**The metal 3 layer**

Drawn at 6 px/um.
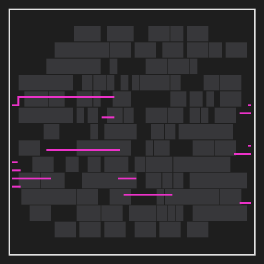
**Routed metal per tile**

Drawn at 10 px/um. 8 x 8 tiles, from white (low) to dark blue (high), scaled to the fullest tile. Values are wire area over tile area, all layers added.
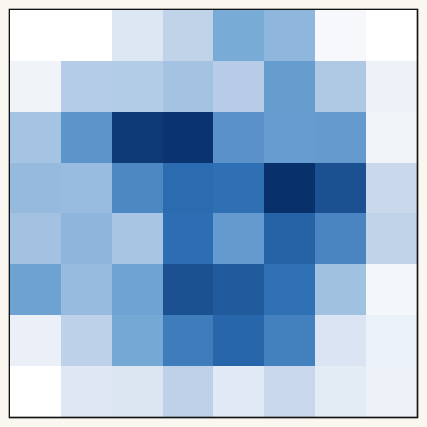
**Placement by cell class**

Drawn at 12 px/um.
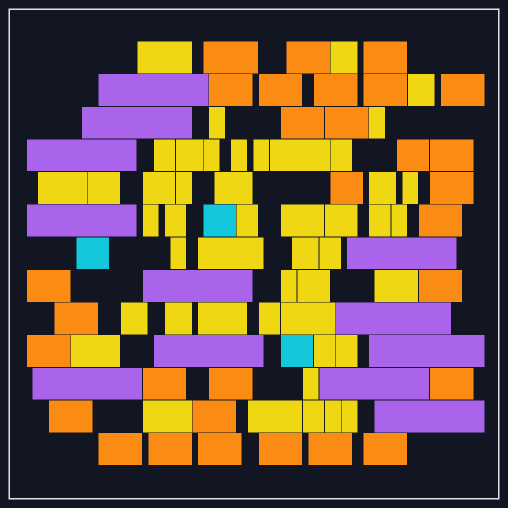
==> config.mk <==
export PLATFORM = sky130hd
export DESIGN_NAME = fsm_ctrl_param_flat
export DESIGN_NICKNAME = d
export VERILOG_FILES = /design/src/rtl/fsm_ctrl_param_if.sv /design/src/rtl/fsm_ctrl_param.sv /design/src/flat_wrapper.sv
export SDC_FILE = /design/constraint.sdc
export NUM_CORES = 1
export LEC_CHECK = 0
export CAP_MARGIN = 20
export CORE_UTILIZATION = 42
export DETAILED_ROUTE_END_ITERATION = 16
export GPL_TIMING_DRIVEN = 1
export HOLD_SLACK_MARGIN = 0.03
export MAX_ROUTING_LAYER = met4
export PLACE_DENSITY = 0.81
export RECOVER_POWER = 50
export SETUP_SLACK_MARGIN = 0.3
export SYNTH_ARGS = -nofsm -noshare
export SYNTH_HDL_FRONTEND = slang
export SYNTH_SLANG_ARGS = --single-unit
export TNS_END_PERCENT = 20
==> constraint.sdc <==
create_clock -name clk -period 2.3 [get_ports clk]
set_input_delay 0.46 -clock clk [delete_from_list [all_inputs] [get_ports clk]]
set_output_delay 0.46 -clock clk [all_outputs]
set_load 0.01 [all_outputs]
==> summary.txt <==
Synthesis and PnR results.

- The share of async-settable or async-resettable flops after synthesis is 1.00.
- The die width is 40.7 um.
- The final net count is between 100 and 150.
- In this build the clock could be raised as far as between 0.5 and 0.6 GHz.
- The multiplexer area fraction after synthesis is 0.0717.
- The largest cell class by area is flip-flops and latches.
- The area of all placed cells without fillers is 958 um2.
- The simple-gate share of the synthesized area is 0.205.
- Setup repair after global routing could not meet its margin everywhere.
- The fraction of post-synthesis cell area in the top cell type by area reads 0.478.
- The post-cts repair resize count is 1.
- The count of multi-input combinational gates is about 43.
- The shortest clock period the worst path allows after layout is 1990 ps.
- The yosys synthesis warning count reads 0.
- The count of cell instances traversed by the critical path reads 3.
- The number of stages on the worst hold path is 1.
- The worst-skew pair later-pin latency is 260 ps.
- The largest net degree at the start of global routing is 15.
- For this configuration, the core starts out at a cell density of 0.465.
- The number of buffers and inverters on the critical path is 1.
- The number of cells in the yosys synthesis report reads 61.
- The global placer's final weighted congestion reads 0.741.
- The total number of sequential cells reads 12.
- The total number of tap cells is 15.
- The total congestion overflow is 0.
- Broken down by cell family, the worst path's largest delay share belongs to buffers and inverters.
- The maximum level of the CTS H-tree reads 1.
- The cell count of the worst reg-to-reg path is 5.
- In this run the remaining antenna-violating nets after routing total 0.
- The setup TNS after final layout is 0 ps.
- Per the run summary, max-cap violations total 0.
- The number of endpoints with negative hold slack in the final report reads 0.
- For this run, the register share of the synthesized area comes to 0.478.
- The via density per instance reads 5.34.
- Across all stage logs, warnings added up to 28.
- The floorplan die area reads 1650 um2.
- The tightest slew margin relative to the limit reads 0.637.
- The number of library cell types mapped by synthesis reads 28.
- The worst path setup slack after routing reads 310 ps.
- The number of primary I/O pins reads 29.
- The flow ran to the end, and the final reports show no timing, DRC or antenna violations.
- The tally of non-filler cells in the final layout is 107.
- The cell sequence reported for the critical path is nand2b_4 -> nor2_1 -> clkdlybuf4s50_1.
- The detailed router finished its first iteration with 10 violations.
- After clock tree synthesis, the clock-pin slew on the worst setup and hold paths is 70 ps.
- The commonest cells after synthesis are 12 x dfrtp_1, 6 x nand2_1, 4 x a21oi_1, 4 x mux2_2, 4 x nor2_1.
- The transition time recorded at the tightest slew-check pin is 542 ps.
- The largest fanout on the critical path is 8.
- The maximum root-to-sink buffer count is 2.
- The worst hold slack across all endpoints reads 531 ps.
- The adder-cell share of the synthesized area reads 0.0598.
- The xor-xnor portion of the synthesized cell area reads 0.
- The detailed placer reported the number of placed instances as 102.
-- 'the metal 3 layer' (at the start) --
share of all routed wire: 4.0%
main direction: horizontal
nets with wire on the layer: 12
wire length on this layer: 57.9 um
longest straight run: 15.9 um
aggregate routed wire length: 1440 um
global-route met3 utilization: 0.0815
vias: 571

-- 'routed metal per tile' (at the start) --
mean over tiles: 0.14
nearly empty tiles: 6.2%
tiles over half the peak: 39%
fullest tile: 0.33
GRT Overall Usage: 0.221
Routed wire per std cell: 13.5 um

-- 'placement by cell class' (at the start) --
legend:
  all other logic:
    colour: yellow
    cells: 47
  cells driving clock nets:
    colour: cyan
    cells: 3
  other buffers and delay cells:
    colour: orange
    cells: 30
  flip-flops:
    colour: purple
    cells: 12
fraction of area in registers: 0.316
Row Count: 13
Core Area: 1350 um2

-- report_power, final --
group,internal [W],switching (W),leakage (nW)
clock network,0.0000604,0.0000597,0.0138
registers,0.000236,0.0000299,0.148
logic,0.000135,0.0000996,0.253
total,0.000431,0.000189,0.415
-- metal layers --
layer / routed length (um) / track usage / share of wire
met4: 0 / 0.0500 / 0
met3: 57 / 0.0815 / 0.040
met2: 736 / 0.357 / 0.51
met5: 0 / - / 0
met1: 646 / 0.261 / 0.45
-- cell usage in the layout, fill, tap and decap left out, types with 2 or more instances in the layout --
cell type	instances
dfrtp_1	10
clkdlybuf4s50_1	24
dlygate4sd3_1	3
ha_1	3
inv_1	3
dfrtp_2	2
nand2_1	6
nand4_1	2
clkbuf_4	3
buf_4	2
mux2_2	4
a21oi_1	4
nor2_1	4
nand2b_1	2
o21ai_0	4
Power figures rest on the tool's default switching activity, not on a simulated workload.
